===== src/rtl/cr_iu_ex_issue_ctrl.sv =====
// EX-stage issue controller for the IU.
// Qualifies the EX instruction, drives per-unit issue pulses, merges stall
// sources, waits on multi-cycle units and holds exceptions until CP0 acks.
// Optional feature macro: CR_IU_PERF_CNT_EN (issue/stall perf counters).
//
// state     | meaning
// ----------+-----------------------------------------------------------
// RUN       | normal issue; instructions may be selected to units
// MC_WAIT   | a multi-cycle unit was issued; waiting for its unit_done
// EXPT_HOLD | exception request held towards CP0 until cp0_iu_expt_ack
module cr_iu_ex_issue_ctrl #(
    parameter int                   NUM_UNITS  = 6,
    parameter int                   NUM_STALL  = 8,
    parameter logic [NUM_UNITS-1:0] MC_MASK    = NUM_UNITS'(2),
    parameter int                   PERF_CNT_W = 16
) (
    input  logic                  forever_cpuclk,
    input  logic                  cpurst,
    input  logic                  ifu_iu_ex_inst_vld,
    input  logic                  ifu_iu_ex_rand_vld,
    input  logic                  ifu_iu_ex_expt_vld,
    input  logic                  ifu_iu_ex_prvlg_expt_vld,
    input  logic [NUM_UNITS-1:0]  decd_ctrl_unit_sel,
    input  logic                  decd_xx_unit_special_sel,
    input  logic                  decd_ctrl_expt_inv,
    input  logic                  decd_ctrl_expt_bkpt,
    input  logic                  decd_ctrl_expt_ecall,
    input  logic                  decd_ctrl_expt_wsc,
    input  logic [1:0]            cp0_yy_priv_mode,
    input  logic [NUM_STALL-1:0]  unit_stall,
    input  logic                  wb_ctrl_stall,
    input  logic [NUM_UNITS-1:0]  unit_done,
    input  logic                  cp0_iu_expt_ack,
    input  logic                  iu_xx_flush,
    output logic [NUM_UNITS-1:0]  ctrl_unit_ex_sel,
    output logic                  ctrl_special_ex_sel,
    output logic                  iu_ifu_ex_stall,
    output logic                  iu_ifu_wb_stall,
    output logic                  ctrl_mc_busy,
    output logic                  ctrl_special_expt_vld,
    output logic [4:0]            ctrl_special_expt_vec,
    output logic [PERF_CNT_W-1:0] iu_perf_issue_cnt,
    output logic [PERF_CNT_W-1:0] iu_perf_stall_cnt
);

    typedef enum logic [1:0] {
        RUN       = 2'd0,
        MC_WAIT   = 2'd1,
        EXPT_HOLD = 2'd2
    } state_t;

    state_t               state, state_nxt;
    logic [NUM_UNITS-1:0] mc_pend, mc_pend_nxt;
    logic                 expt_vld_nxt;
    logic [4:0]           expt_vec_nxt;
    logic [4:0]           expt_vec_sel;
    logic                 in_run;
    logic                 any_expt;
    logic                 expt_det;
    logic                 issue;
    logic [NUM_UNITS-1:0] mc_hit;

    assign in_run   = (state == RUN);
    assign any_expt = ifu_iu_ex_expt_vld | ifu_iu_ex_prvlg_expt_vld | decd_ctrl_expt_inv |
                      decd_ctrl_expt_bkpt | decd_ctrl_expt_ecall | decd_ctrl_expt_wsc;
    assign expt_det = in_run & ifu_iu_ex_inst_vld & any_expt;
    assign issue    = in_run & ifu_iu_ex_inst_vld & ~ifu_iu_ex_rand_vld & ~(|unit_stall) &
                      ~wb_ctrl_stall & ~expt_det;

    assign ctrl_unit_ex_sel    = {NUM_UNITS{issue & ~decd_xx_unit_special_sel}} & decd_ctrl_unit_sel;
    assign ctrl_special_ex_sel = issue & decd_xx_unit_special_sel;
    assign mc_hit              = ctrl_unit_ex_sel & MC_MASK;

    assign iu_ifu_wb_stall = ifu_iu_ex_inst_vld & wb_ctrl_stall;
    assign iu_ifu_ex_stall = iu_ifu_wb_stall | (|unit_stall) | ~in_run | expt_det;
    assign ctrl_mc_busy    = (state == MC_WAIT);

    // Exception vector by priority; ecall cause depends on the current privilege mode.
    always_comb begin
        expt_vec_sel = 5'd10;
        if (ifu_iu_ex_expt_vld)        expt_vec_sel = 5'd1;
        else if (decd_ctrl_expt_inv)   expt_vec_sel = 5'd2;
        else if (decd_ctrl_expt_bkpt)  expt_vec_sel = 5'd3;
        else if (decd_ctrl_expt_ecall) begin
            case (cp0_yy_priv_mode)
                2'b11:   expt_vec_sel = 5'd11;
                2'b01:   expt_vec_sel = 5'd9;
                2'b00:   expt_vec_sel = 5'd8;
                default: expt_vec_sel = 5'd0;
            endcase
        end
    end

    // Next-state logic; flush overrides every other transition in the same cycle.
    always_comb begin
        state_nxt    = state;
        mc_pend_nxt  = mc_pend;
        expt_vld_nxt = ctrl_special_expt_vld;
        expt_vec_nxt = ctrl_special_expt_vec;
        case (state)
            RUN: begin
                if (expt_det) begin
                    state_nxt    = EXPT_HOLD;
                    expt_vld_nxt = 1'b1;
                    expt_vec_nxt = expt_vec_sel;
                end else if (issue && (|mc_hit)) begin
                    state_nxt   = MC_WAIT;
                    mc_pend_nxt = mc_hit;
                end
            end
            MC_WAIT: begin
                if (|(unit_done & mc_pend)) begin
                    state_nxt   = RUN;
                    mc_pend_nxt = '0;
                end
            end
            EXPT_HOLD: begin
                if (cp0_iu_expt_ack) begin
                    state_nxt    = RUN;
                    expt_vld_nxt = 1'b0;
                end
            end
            default: state_nxt = RUN;
        endcase
        if (iu_xx_flush) begin
            state_nxt    = RUN;
            mc_pend_nxt  = '0;
            expt_vld_nxt = 1'b0;
            expt_vec_nxt = ctrl_special_expt_vec;
        end
    end

    // State, pending multi-cycle mask and exception request registers.
    always_ff @(posedge forever_cpuclk) begin
        if (cpurst) begin
            state                 <= RUN;
            mc_pend               <= '0;
            ctrl_special_expt_vld <= 1'b0;
            ctrl_special_expt_vec <= 5'd0;
        end else begin
            state                 <= state_nxt;
            mc_pend               <= mc_pend_nxt;
            ctrl_special_expt_vld <= expt_vld_nxt;
            ctrl_special_expt_vec <= expt_vec_nxt;
        end
    end

`ifdef CR_IU_PERF_CNT_EN
    // Saturating issue/stall counters; only cpurst clears them, flush does not.
    always_ff @(posedge forever_cpuclk) begin
        if (cpurst) begin
            iu_perf_issue_cnt <= '0;
            iu_perf_stall_cnt <= '0;
        end else begin
            if (issue && (iu_perf_issue_cnt != '1))
                iu_perf_issue_cnt <= iu_perf_issue_cnt + 1'b1;
            if (ifu_iu_ex_inst_vld && iu_ifu_ex_stall && (iu_perf_stall_cnt != '1))
                iu_perf_stall_cnt <= iu_perf_stall_cnt + 1'b1;
        end
    end
`else
    assign iu_perf_issue_cnt = '0;
    assign iu_perf_stall_cnt = '0;
`endif

endmodule


===== config.mk =====
export PLATFORM = sky130hd
export DESIGN_NAME = cr_iu_ex_issue_ctrl
export DESIGN_NICKNAME = d
export VERILOG_FILES = /design/src/rtl/cr_iu_ex_issue_ctrl.sv
export SDC_FILE = /design/constraint.sdc
export NUM_CORES = 1
export LEC_CHECK = 0
export CAP_MARGIN = 20
export CORE_ASPECT_RATIO = 2
export CORE_MARGIN = 5
export CORE_UTILIZATION = 25
export DETAILED_ROUTE_END_ITERATION = 12
export PLACE_DENSITY = 0.76
export SYNTH_ARGS = -nofsm -noshare
export SYNTH_HDL_FRONTEND = slang
export SYNTH_SLANG_ARGS = --single-unit

===== constraint.sdc =====
create_clock -name forever_cpuclk -period 1.5 [get_ports forever_cpuclk]
set_clock_uncertainty 0.15 [all_clocks]
set_input_delay 0.225 -clock forever_cpuclk [delete_from_list [all_inputs] [get_ports forever_cpuclk]]
set_output_delay 0.225 -clock forever_cpuclk [all_outputs]
set_load 0.05 [all_outputs]

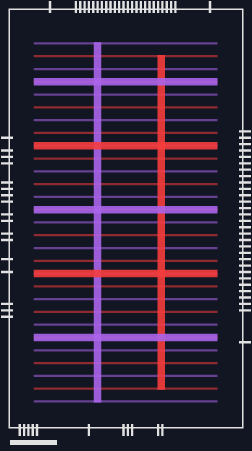
(run_1/power_grid.png)
The bar under the picture is 10 um long. Pins as bars on the die edge.
legend:
  VDD:
    colour: red
  VSS:
    colour: purple
signal pins: 84
met1 rails: 29
met4 straps: 2
rows: 28

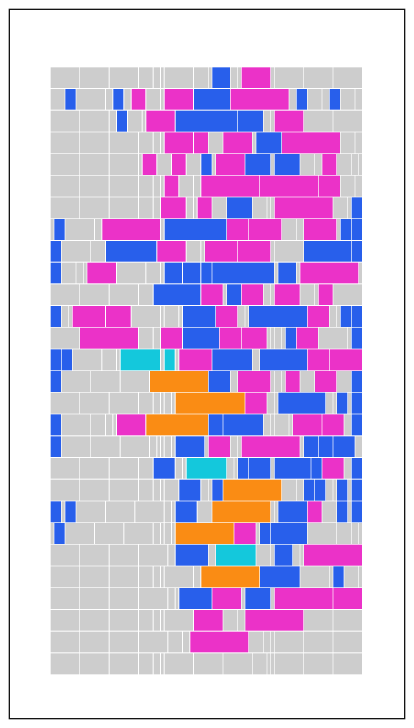
(run_1/placement_by_type.png)
Fill, decap, tap and diode cells in grey.
legend:
  combinational and other logic:
    colour: blue
    cells: 85
  clock drivers and dummy loads:
    colour: cyan
    cells: 4
  flops:
    colour: orange
    cells: 7
  other buffers and delay cells:
    colour: magenta
    cells: 65
sequential cell area share: 0.0939
row count: 28
final core occ: 0.519
design area: 1550 sq um

==> run_results.csv, run 1 <==
group,metric,value,unit
run_status,status,"complete, but fails checks",
run_status,violations,"negative setup slack",
synthesis,ys_ff,7,
timing,worst_slack,-0.376,ns
drt,dr.pass1.iters,3,
floorplan,die_w,49.4,um
placed_design,placed_area,1450,sq um
clock_network,hold_buffers,0,
timing,fmax,533,MHz
final_layout,final_common_cell,"conb_1",
clock_network,cts-htree-levels,1,
setup_path,crit_fanout,5,
job,warning_count,34,
final_layout,finalNetCount,198,
floorplan,die.size.y,88.7,um
clock_network,cts.clk_slew.worst_paths,0.04,ns
worst_hold_path,hold_class,"input port to register",
timing,rsz0062_at_grt,"true",
global_routing,first_global_vias,853,
timing,worst_hold_slack,0.335,ns
power,p_leak,0.734,nW
drt,via_per_inst,4.28,
clock_network,cts.sinks,7,
timing,hold_violations,0,
clock_network,clkLatencyLatePin,0.22,ns
clock_network,root_buffer,"clkbuf_8",
synthesis,avgSynthCellArea,8.33,sq um
setup_path,cp_cell_sequence,"nor3b_2 > nand2b_1 > nor4_4 > and2_4 > buf_12",
final_layout,insertedDiodeCount,0,
placed_design,gp_congestion,0.673,
global_routing,antenna_found_initial,0,
synthesis,synth_cells,93,
clock_network,numCtsBuffers,3,
synthesis,synth_warnings,0,
setup_path,end_kind,"output port",
floorplan,io_pins,84,
power,p_per_area,561,nW/um^2
timing,finalSetupTns,-3.44,ns
synthesis,ys_area,774,sq um
global_routing,grt_pass1_wl,3610,um
setup_path,cp.arrival,1.50,ns
drt,drt_iter0_markers,7,
drt,ant_nets,0,
setup_path,cpMaxStageDelayCell,"dfxtp_2",
timing,slew_viol_final,0,
power,ir_drop,0.385,mV
clock_network,cts_buffer_depth,2,
timing,setup_viol,11,
synthesis,synth_area,774,sq um
drt,wl,2610,um
timing,fin_crit_sh,1.25,
setup_path,start_kind,"register",
drt,vias,818,
floorplan,die_area,4380,sq um
placed_design,place.detailed.hpwl,2210,um
global_routing,grtUsageTotal,0.107,
synthesis,ys_seq_frac,0.181,
final_layout,fin_cells,191,
job,cap_viol_max_count,0,
clock_network,cts_tree,"done",
floorplan,initCoreUtil,0.260,
drt,drc,0,
drt,wl_per_cell,13.6,um
setup_path,slowest_delay,0.33,ns
global_routing,grt_max_degree,7,
floorplan,placeableCoreArea,2980,sq um
placed_design,placed_cells,182,
final_layout,drive_gt1_frac,0.491,
timing,period_needed,1.88,ns
synthesis,ys_cells,93,
placed_design,io_buffers,44,
final_layout,syn_to_final_growth,99.5,%
global_routing,grt.overflow.total,0,
synthesis,synth_cell_types,30,
final_layout,final_cell_mix,"conb_1, buf_4, buf_12, clkdlybuf4s50_1, buf_2",
setup_path,cp.required,1.12,ns
setup_path,worst-setup-path-type,"register to output port",
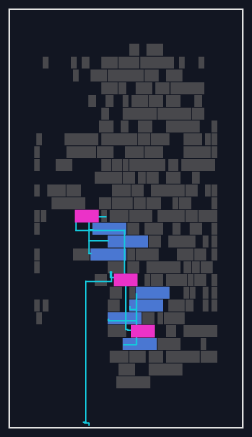
(run_1/clk_routes.png)
legend:
  clock drivers:
    colour: magenta
    count: 3
  clock wires:
    colour: cyan
    length: 120 um
  flip-flops:
    colour: blue
    count: 7
routed clock nets: 4

## run 1: cell type report
cell class / instances / area (sq um)
clock buffers: 4 / 45.0
fillers: 268 / 1430
inverters: 1 / 3.75
multi-input cells: 84 / 618
flip-flops and latches: 7 / 145
well taps: 30 / 37.5
repair buffers: 65 / 696
## run 1: power by group
part | switching (mW) | leakage (nW) | internal (mW) | total [mW]
combinational | 0.283 | 0.653 | 0.124 | 0.407
sequential | 0.00714 | 0.0582 | 0.193 | 0.200
clock | 0.0763 | 0.0228 | 0.183 | 0.260
## run 1: registers in the layout, indices dropped and copies added, names as in the netlist
name,count
ctrl_special_expt_vld,1
ctrl_special_expt_vec,3
state,2
mc_pend,1
## run 1: repair_timing
action / CTS / global route
buffers inserted: 5 / 1
pin swaps: 20 / 8
setup endpoints to repair: 13 / 13
hold endpoints to repair: 0 / 0
resized: 64 / 7
## run 1: routing by layer
metal,vias to the layer above,global-route usage,wire length [um]
li1,387,-,-
met1,376,0.0944,734
met2,51,0.212,1560
met3,4,0.0219,276
met4,0,0.0637,40
met5,-,0,0
## run 1: final timing paths
| kind | slack (ns) | depth (start not counted) | start | endpoint |
|---|---|---|---|---|
| worst max register to register | -0.31 | 6 | state[0] | ctrl_special_expt_vec[1] |
| worst min register to register | 0.37 | 2 | ctrl_special_expt_vld | ctrl_special_expt_vld |
| worst max-delay path | -0.38 | 5 | state[0] | ctrl_unit_ex_sel[3] |
| worst min-delay path | 0.34 | 5 | decd_ctrl_expt_inv | ctrl_special_expt_vec[3] |
## run 1: critical path: cells and delay by family (launching register included)
family,cells,cell delay (ns)
buf+inv,1,0.13
flops,1,0.33
simple gates,4,0.81
## run 1: cell families (layout without fill, tap and decap cells)
family,after synthesis,in the layout,synth area share
mux,1,1,0.0129
flops,7,7,0.181
simple gates,33,33,0.291
compound gates,16,16,0.176
buf+inv,35,70,0.334
other cells,1,34,0.00484
## run 1: synth_stat cells
master / n / area (sq um)
nor4_1: 3 / 18.8
o211a_1: 1 / 10.0
a2111o_1: 1 / 11.3
nor3b_1: 1 / 7.51
a21oi_2: 1 / 8.76
nand3b_2: 1 / 11.3
or3b_2: 1 / 8.76
a21boi_0: 3 / 22.5
conb_1: 1 / 3.75
a21oi_1: 4 / 20.0
nand3b_1: 1 / 7.51
dfxtp_1: 7 / 140
buf_4: 34 / 255
nand2_1: 5 / 18.8
nand3_1: 1 / 5.00
o211ai_2: 1 / 12.5
inv_1: 1 / 3.75
nor3_4: 2 / 32.5
nor3_2: 1 / 10.0
a211oi_1: 1 / 7.51
and2_1: 6 / 37.5
nor4_2: 1 / 12.5
nand2b_1: 2 / 12.5
o21a_1: 2 / 15.0
or4b_4: 1 / 13.8
nor2b_1: 1 / 6.26
a21oi_4: 1 / 16.3
nor2_1: 6 / 22.5
mux2i_1: 1 / 10.0
a211oi_2: 1 / 12.5
## run 1: metrics by stage
step / setup slack [ns] / total power [mW]
final: -0.376 / 0.867
after global routing: -0.492 / 0.899
after CTS: -0.495 / 0.866
after detailed placement: -0.689 / 0.610
after global placement: -0.639 / 0.605
after floorplan: -0.252 / 0.523
--- run 2 (diff from run 1) ---
--- a/config.mk
+++ b/config.mk
@@ -5,12 +5,14 @@
 export SDC_FILE = /design/constraint.sdc
 export NUM_CORES = 1
 export LEC_CHECK = 0
+export ABC_AREA = 1
 export CAP_MARGIN = 20
 export CORE_ASPECT_RATIO = 2
 export CORE_MARGIN = 5
 export CORE_UTILIZATION = 25
+export CTS_BUF_LIST = sky130_fd_sc_hd__clkbuf_16
 export DETAILED_ROUTE_END_ITERATION = 12
-export PLACE_DENSITY = 0.76
+export PLACE_DENSITY = 0.78
 export SYNTH_ARGS = -nofsm -noshare
 export SYNTH_HDL_FRONTEND = slang
 export SYNTH_SLANG_ARGS = --single-unit
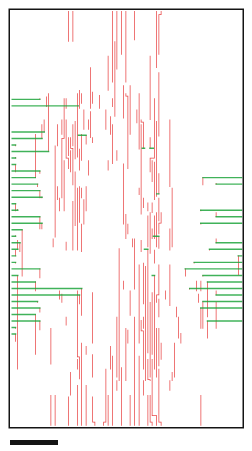
(run_2/wires.png)
The bar under the picture is 10 um long. Two of the layers only.
legend:
  metal 3:
    colour: green
    wire_length: 284 um
  metal 2:
    colour: red
    wire_length: 1290 um
Total Routing Usage GR: 0.106
DR vias: 874
drt wl/cell: 10.1 um
Routed WL: 2200 um

==> run 2 against run 1 <==
Against the previous run: the flow still finishes with violations (negative setup slack); wire length fell by 16%; critical endpoint is now ctrl_unit_ex_sel[5]; fmax rose by 3.4%; critical path type unchanged; final area rose by 2.8%; die area fell by 3.7%; largest power group is now the clock network; largest cell class unchanged; critical path depth rose by 3.
==> run_results.csv, run 2 <==
group,metric,value,unit
floorplan,die_area,4220,sq um
synthesis,synth-edff-count,0,
synthesis,top_cell,"buf_4",
synthesis,netlist.top_cell.by_area,"buf_4",
setup_path,r2r_slack,-0.12,ns
synthesis,synthTopCellsByCount,"buf_4, nand2_1, nor2_1",
drt,drc,0,
synthesis,synth_cells,114,
clock_network,clkLatencyLatePin,0.22,ns
setup_path,crit_top_cell,"nor2_4",
placed_design,placed_area,1400,sq um
synthesis,logic_family,"buffers and inverters",
clock_network,cts_tree,"done",
timing,fin_crit_sh,1.21,
global_routing,grt_max_degree,6,
synthesis,mux_share,0,
floorplan,initCoreUtil,0.255,
synthesis,yosysTopAreaCellShare,0.345,
synthesis,compound_area_frac,0.101,
synthesis,synth_warnings,0,
final_layout,largest_register_ffs,3,
synthesis,synth_top_flop_cell,"dfxtp_1",
placed_design,gp_congestion,0.771,
setup_path,cp-startpoint,"state[1]",
setup_path,cp.required,1.12,ns
timing,rsz0062_at_grt,"true",
timing,hold_violations,0,
timing,slew_viol_final,0,
synthesis,avgSynthCellArea,6.50,sq um
placed_design,place.detailed.hpwl,1900,um
timing,period_needed,1.81,ns
synthesis,ys_sh_xor,0,
timing,fmax,551,MHz
setup_path,worst-setup-path-type,"register to output port",
setup_path,crit_family,"simple AND/OR/NAND/NOR gates",
floorplan,row_count,28,
floorplan,die_w,48.5,um
setup_path,cp_cell_sequence,"nor2_4 > nand2_2 > nor2_2 > nand2_2 > nor2_4 > nand2_4 > nor2_4 > buf_12",
clock_network,numCtsBuffers,3,
synthesis,synthSimpleGateAreaFrac,0.304,
power,ir_drop,0.831,mV
timing,setup_viol,12,
final_layout,regArea,143,sq um
final_layout,syn_to_final_growth,114,%
final_layout,finalNetCount,225,
placed_design,placed_cells,202,
placed_design,io_buffers,44,
synthesis,synth_area,741,sq um
placed_design,dp_slack,-0.566,ns
synthesis,synth.area.top_cells,"buf_4, dfxtp_1, nand2_1",
clock_network,cts-htree-levels,1,
power,power,1.04,mW
drt,ant_nets,0,
setup_path,crit_fanout,5,
drt,dr.pass1.iters,2,
drt,via_per_inst,4.01,
final_layout,largestRegisters,"ctrl_special_expt_vec x3, state x2",
final_layout,fin_cells,218,
clock_network,root_buffer,"clkbuf_16",
final_layout,final_common_cell,"conb_1",
power,p_leak,0.767,nW
synthesis,synth-adder-area-share,0,
synthesis,ys_seq_frac,0.189,
drt,drt_iter0_markers,1,
synthesis,ys_ff,7,
setup_path,start_kind,"register",
final_layout,insertedDiodeCount,0,
job,cap_viol_max_count,0,
run_status,status,"complete, but fails checks",
setup_path,r2r_start,"state[1]",
floorplan,die.size.y,87.0,um
worst_hold_path,hold_class,"input port to register",
final_layout,drive_gt1_frac,0.431,
floorplan,io_pins,84,
global_routing,grt_pass1_wl,3730,um
setup_path,end_kind,"output port",
final_layout,final_cell_mix,"conb_1, buf_4, nand2_1, buf_12, clkdlybuf4s50_1",
setup_path,cpMaxStageDelayCell,"dfxtp_2",
setup_path,path_buffers,1,
setup_path,cp.arrival,1.44,ns
run_status,violations,"negative setup slack",
worst_hold_path,hp-start,"ifu_iu_ex_expt_vld",
synthesis,async_flop_share,0,
final_layout,logic_area,539,sq um
clock_network,cts_buffer_depth,2,
synthesis,synth_cell_types,21,
power,p_per_area,656,nW/um^2
job,warning_count,34,
final_layout,num-fill-cells,273,
global_routing,grt.overflow.total,0,
final_layout,top_register,"ctrl_special_expt_vec",
synthesis,ys_cells,114,
synthesis,ys_area,741,sq um
clock_network,cts.clk_slew.worst_paths,0.04,ns
timing,worst_slack,-0.313,ns
clock_network,cts.sinks,7,
global_routing,first_global_vias,967,
global_routing,antenna_found_initial,0,
setup_path,slowest_delay,0.33,ns
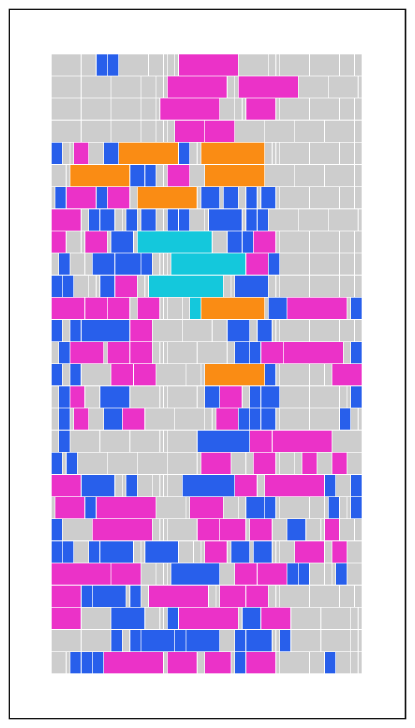
(run_2/placement_by_type.png)
Fill, decap, tap and diode cells in grey.
legend:
  flops:
    colour: orange
    cells: 7
  other buffers and delay cells:
    colour: magenta
    cells: 71
  clock drivers and dummy loads:
    colour: cyan
    cells: 4
  combinational and other logic:
    colour: blue
    cells: 106
sequential cell area share: 0.0898
core area: 2910 sq um
final core occ: 0.546
design area: 1590 sq um

[run 2: final timing paths]
path / cells past startpoint / to
setup / recovery: 8 / ctrl_unit_ex_sel[5]
hold / removal: 5 / ctrl_special_expt_vec[1]
setup reg to reg: 12 / mc_pend[1]
hold reg to reg: 2 / mc_pend[1]
[run 2: routing by layer]
metal,wire [um],track usage,up-vias
met4,63,0.0368,0
met2,1290,0.221,57
met3,283,0.0446,8
met5,0,0,-
met1,565,0.0815,372
li1,-,-,437
[run 2: repair_timing]
action,4_1_cts,5_1_grt
pin swaps,18,15
hold endpoints to repair,0,0
hold buffers,0,0
resized,53,9
buffers inserted,13,1
endpoints found under the setup margin,14,13
[run 2: logic make-up (layout without fill, tap and decap cells)]
family / Yosys count / count (layout)
and+or+nand+nor: 47 / 47
buffers and inverters: 45 / 86
AOI/OAI and AO/OA: 14 / 14
DFF: 7 / 7
other: 1 / 34
[run 2: where the power goes]
group          leakage [nW]  switching (mW)  internal, mW
clock                0.0423          0.0918         0.346
combinational         0.667           0.278         0.126
sequential           0.0579         0.00601         0.193
[run 2: per-stage QoR]
stage	hold slack, ns	setup TNS [ns]
finish	0.226	-2.25
global route	0.259	-3.15
CTS	0.217	-2.59
detailed placement	0.305	-6.58
global placement	0.300	-6.27
floorplan	0.144	-0.831
[run 2: final cells by class]
type,instances,area share
clock buffer,3,0.0473
multi-input combinational,95,0.340
clock inverter,1,0.00236
timing repair buffer,71,0.470
inverter,11,0.0276
sequential,7,0.0898
tap,30,0.0236
[run 2: tightest hold or removal path: cells and delay by family]
kind | cells | cell delay [ns]
compound gates | 2 | 0.09
buf+inv | 2 | 0.19
simple gates | 1 | 0.06
Power is estimated from default activity; no workload was simulated.
